==> config.mk <==
export PLATFORM = sky130hd
export DESIGN_NAME = alu
export DESIGN_NICKNAME = d
export VERILOG_FILES = /design/src/rtl/alu_pkg.sv /design/src/rtl/alu_div.sv /design/src/rtl/alu.sv
export SDC_FILE = /design/constraint.sdc
export NUM_CORES = 1
export LEC_CHECK = 0
export ABC_AREA = 1
export CAP_MARGIN = 20
export CORE_MARGIN = 5
export CORE_UTILIZATION = 61
export DETAILED_ROUTE_END_ITERATION = 8
export GPL_ROUTABILITY_DRIVEN = 0
export HOLD_SLACK_MARGIN = 0.08
export PLACE_DENSITY = 0.8
export RECOVER_POWER = 50
export SLEW_MARGIN = 20
export SYNTH_ARGS = -nofsm -noshare
export SYNTH_HDL_FRONTEND = slang
export SYNTH_SLANG_ARGS = --single-unit
==> constraint.sdc <==
create_clock -name clk -period 18.9 [get_ports clk]
set_input_delay 2.835 -clock clk [delete_from_list [all_inputs] [get_ports clk]]
set_output_delay 2.835 -clock clk [all_outputs]
set_load 0.1 [all_outputs]
==> src/rtl/alu_pkg.sv <==
// Shared constants for the ALU: default datapath width and operation codes.
// The divider is compiled in only when ALU_DIV_EN is defined.
package alu_pkg;

  localparam int ALU_WIDTH = 16;

  localparam logic [3:0] OP_ADD  = 4'd0;
  localparam logic [3:0] OP_SUB  = 4'd1;
  localparam logic [3:0] OP_MUL  = 4'd2;
  localparam logic [3:0] OP_DIV  = 4'd3;
  localparam logic [3:0] OP_AND  = 4'd4;
  localparam logic [3:0] OP_OR   = 4'd5;
  localparam logic [3:0] OP_XOR  = 4'd6;
  localparam logic [3:0] OP_NOTA = 4'd7;
  localparam logic [3:0] OP_NOTB = 4'd8;

endpackage

==> src/rtl/alu_div.sv <==
// Unsigned combinational restoring divider producing a quotient and a
// divide-by-zero indication; the remainder is carried only internally.
module alu_div
  import alu_pkg::*;
#(
  parameter int WIDTH = ALU_WIDTH
) (
  input  logic [WIDTH-1:0] dividend,
  input  logic [WIDTH-1:0] divisor,
  output logic [WIDTH-1:0] quotient,
  output logic             div_by_zero
);

  logic [WIDTH-1:0] rem_s;
  logic [WIDTH:0]   shifted_s;
  logic [WIDTH-1:0] quot_s;

  // One restoring step per dividend bit, MSB first.
  always_comb begin
    rem_s     = {WIDTH{1'b0}};
    shifted_s = {(WIDTH+1){1'b0}};
    quot_s    = {WIDTH{1'b0}};
    for (int i = WIDTH - 1; i >= 0; i--) begin
      shifted_s = {rem_s, dividend[i]};
      if (shifted_s >= {1'b0, divisor}) begin
        rem_s     = WIDTH'(shifted_s - {1'b0, divisor});
        quot_s[i] = 1'b1;
      end else begin
        rem_s     = shifted_s[WIDTH-1:0];
        quot_s[i] = 1'b0;
      end
    end
  end

  assign quotient    = quot_s;
  assign div_by_zero = (divisor == {WIDTH{1'b0}});

endmodule

==> src/rtl/alu.sv <==
// Single-cycle registered ALU (add/sub/mul/optional div/logic ops).
// Define ALU_DIV_EN to compile in the divider for fn_sel 3.
module alu
  import alu_pkg::*;
#(
  parameter int WIDTH = ALU_WIDTH
) (
  input  logic             clk,
  input  logic             rst,
  input  logic [3:0]       fn_sel,
  input  logic [WIDTH-1:0] data_a,
  input  logic [WIDTH-1:0] data_b,
  output logic [WIDTH-1:0] data_out,
  output logic             zero_flag,
  output logic             carry_flag
);

  logic [WIDTH:0]     sum_s;
  logic [2*WIDTH-1:0] prod_s;
  logic [WIDTH-1:0]   result_s;
  logic               carry_s;

  assign sum_s  = {1'b0, data_a} + {1'b0, data_b};
  assign prod_s = {{WIDTH{1'b0}}, data_a} * {{WIDTH{1'b0}}, data_b};

`ifdef ALU_DIV_EN
  logic [WIDTH-1:0] quot_s;
  logic             div_zero_s;

  alu_div #(.WIDTH(WIDTH)) u_div (
    .dividend    (data_a),
    .divisor     (data_b),
    .quotient    (quot_s),
    .div_by_zero (div_zero_s)
  );
`endif

  // Operation decode; unused codes fall through to a zero result.
  always_comb begin
    result_s = {WIDTH{1'b0}};
    carry_s  = 1'b0;
    case (fn_sel)
      OP_ADD: begin
        result_s = sum_s[WIDTH-1:0];
        carry_s  = sum_s[WIDTH];
      end
      OP_SUB: begin
        result_s = data_a - data_b;
        carry_s  = (data_a < data_b);
      end
      OP_MUL: begin
        result_s = prod_s[WIDTH-1:0];
        carry_s  = (prod_s[2*WIDTH-1:WIDTH] != {WIDTH{1'b0}});
      end
`ifdef ALU_DIV_EN
      OP_DIV: begin
        if (div_zero_s) begin
          result_s = {WIDTH{1'b1}};
          carry_s  = 1'b1;
        end else begin
          result_s = quot_s;
          carry_s  = 1'b0;
        end
      end
`endif
      OP_AND:  result_s = data_a & data_b;
      OP_OR:   result_s = data_a | data_b;
      OP_XOR:  result_s = data_a ^ data_b;
      OP_NOTA: result_s = ~data_a;
      OP_NOTB: result_s = ~data_b;
      default: begin
        result_s = {WIDTH{1'b0}};
        carry_s  = 1'b0;
      end
    endcase
  end

  // Output registers; zero_flag is derived from the same value loaded into data_out.
  always_ff @(posedge clk) begin
    if (rst) begin
      data_out   <= {WIDTH{1'b0}};
      zero_flag  <= 1'b0;
      carry_flag <= 1'b0;
    end else begin
      data_out   <= result_s;
      zero_flag  <= (result_s == {WIDTH{1'b0}});
      carry_flag <= carry_s;
    end
  end

endmodule

Figure 1. Routed metal, one colour a layer.
(2 px per um) Two of the layers only.
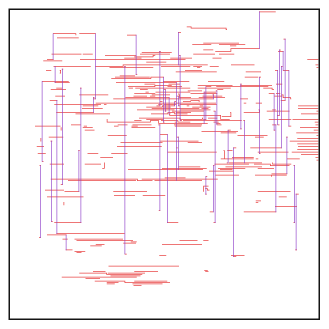
Red marks M3, wire length 3040 um. Purple marks M4, wire length 1400 um.

Figure 2. Pin map.
(2 px per um) Pins as bars across the die edge, other pins in grey.
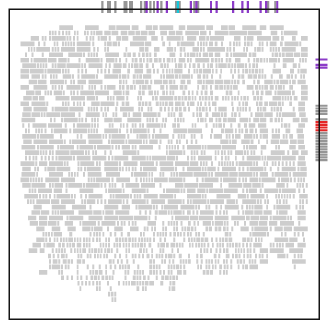
Cyan marks `zero_flag`, pins 1, direction output, edge top. Purple marks `data_out`, pins 16, direction output, edge 13 top, 3 right. Red marks `fn_sel`, pins 4, direction input, edge right.
All pins by edge: 33 top, 23 right.

==> run notes <==
Main metrics from the flow reports.

Per the cell usage report, the commonest logic cells after layout are 556 x nand2_1, 510 x inv_1, 196 x fa_1, 152 x ha_1, 110 x nor2_1. The mux cell area share after synthesis is 0%. The most numerous cell type found on the critical path is nand2_1.

The netlist uses 50 different library cells. The number of search-and-repair iterations in the first detailed-routing pass is 6. The clock transition at the registers of the reported paths came out at 50 ps.

The run finished with clean final reports. The remaining design rule violation count came out at 0.

The global router's overall resource usage came out at 29.2%. The relative max-transition margin is 31.8%. The OpenROAD report gives the critical path a required time of 19010 ps. In the final routed layout, each cell accounts on average for 16.0 um. The post-detailed-routing wire length came out at 34800 um. The share of the core area taken by cells at floorplan is 62.4%. Looking at the clock tree report, the root buffer type is clkbuf_16. No sink is reached through more buffers than the 2 on the longest clock path.

The met3 usage is 4.19%. The most used flip-flop cell after synthesis is dfxtp_1. The layout report lists the multi-input gate area as 10000 um2. The number of maximum-capacitance constraint violations is 0. Yosys reports that the most numerous cell types are 556 x nand2_1, 510 x inv_1, 196 x fa_1, 152 x ha_1, 110 x nor2_1. The global routing usage on met2 came out at 50.1%. The total number of nets in the final design came out at 2296. The number of logged tool warnings came out at 58. Per the OpenROAD floorplan log, the area of the core is 20400 um2. The most heavily used metal layer in global routing is met2.

The maximum level of the CTS H-tree is 1. For reference, the most critical setup path is categorized as in -> reg. Yosys printed 0 warnings. The net count after synthesis is 2307. The first global-routing pass estimated 57000 um of wire. The top cell type's share of synthesized area is 30.9%. The worst hold margin came out at 3420 ps. The vertical die dimension came out at 154 um. The combinational family with the most area after synthesis is adder cells. The remaining number of nets flagged by the antenna check after routing is 0. The per-cell via count in the routed design came out at 5.46. Each instance of the synthesized netlist takes up on average 6.61 um2. The fraction of registers with async set or reset after synthesis came out at 0%.

The initial antenna violation count came to 0. The number of clock sinks seen by CTS came out at 18. The setup total negative slack came out at 0 ps.

The number of pins exceeding their max-slew limit in the final report is 0. The cell resize tally after clock tree synthesis came out at 0. The cell total in the yosys stat output came out at 1921. The post-synthesis share of cell area spent on xor and xnor gates came out at 0.276%. The instance count of the mapped netlist came out at 1921. Counting only logic cells after layout, the most numerous master is nand2_1. The transition time of the tightest slew-check pin came out at 1020 ps. Endpoints failing hold in the final report were tallied at 0.

The post-cts hold buffer count came out at 0. The post-synthesis sequential area ratio came out at 2.84%. The number of post-CTS setup repair buffers came out at 0. The complex-gate fraction of the synthesized area is 7.23%. The arrival time reported for the critical path endpoint is 9450 ps. The adder and majority gate portion of the synthesized area is 45.9%.

The synthesis-stage register bit count came out at 18. The estimated wirelength of the detail-placed design came out at 28300 um. The top achievable clock speed came out at 0.107 GHz. The post-synth tally of flip-flops with integrated enable came out at 0. The remaining global-route overflow came out at 0. STA classifies the critical path startpoint as an input pin.

The largest driver fanout on the critical path is 19. The proportion of layout cells with a drive suffix above 1 is 3.04%. The number of buffer cells added on primary ports is 55. Yosys instantiated no cell more often than nand2_1. In the post-synthesis netlist, the biggest area contributors are fa_1 31%, nand2_1 16%, inv_1 15%. The area fraction in and, or, nand and nor cells is 25.6%. The chip occupies 23800 um2.

The yosys-reported design area after synthesis is 12700 um2. In this run the worst hold path is classified as in -> reg. The final antenna diode tally reported by the flow is 0.

The initialized floorplan defines 52 standard-cell rows. The largest stage delay on the critical path came out at 950 ps. The slowest stage of the critical path is the clkdlybuf4s50_1 cell.

The post-synthesis instance area is 12700 um2. The total number of vias came out at 11900. The flip-flop and latch area came out at 360 um2. The routed design could run at a clock period as short as 9340 ps. TritonCTS built the clock tree. The met1 routing resource usage after global routing is 38.0%.

The worst setup path is captured at a flop. The via count of the first global-routing pass came out at 11500. The largest net degree at the start of global routing came out at 21. For this block, the initial DRC count from the detailed router was 1126. The area added between synthesis and finish came out at 5.38%.

The chip width is 154 um. The number of inserted filler cells in the final layout is 1843. The period utilization is 49.4%. The cell type with the highest aggregate area in the netlist is fa_1.
-- metal layers --
metal | wire length, um | up-vias
li1 | - | 5608
met1 | 13400 | 5598
met2 | 16900 | 592
met3 | 3040 | 106
met4 | 1400 | 0
met5 | 0 | -
-- layout make-up --
cell class / count / share of cell area (%)
Clock buffer: 4 / 0.664
Inverter: 525 / 14.7
Multi-Input combinational cell: 1301 / 74.9
Sequential cell: 18 / 2.69
Tap cell: 270 / 2.52
Timing Repair Buffer: 61 / 4.45
-- critical path: cells and delay by family --
kind / cells / cell delay, ps
adders and majority gates: 8 / 3810
and+or+nand+nor: 13 / 1460
buffers and inverters: 3 / 1220
AOI/OAI and AO/OA: 1 / 100
-- registers in the layout, indices dropped and copies added (netlist names) --
| register | count |
|---|---|
| carry_flag | 1 |
| data_out | 16 |
| zero_flag | 1 |
-- final timing paths --
kind | start | to | cells past startpoint
worst max-delay path | data_a[8] | carry_flag$_SDFF_PP0_ | 25
worst min-delay path | fn_sel[1] | data_out[0]$_SDFF_PP0_ | 4
-- stage by stage --
stage               setup slack, ps  instances  area, um2  utilization (%)
finish                         9560       2179      13400             65.7
global route                   9290       2179      13400             65.7
CTS                            9660       2179      13400             65.7
detailed placement             9420       2175      13300             65.3
global placement               9530       2175      13300             65.3
floorplan                     10840       1921      12700                -
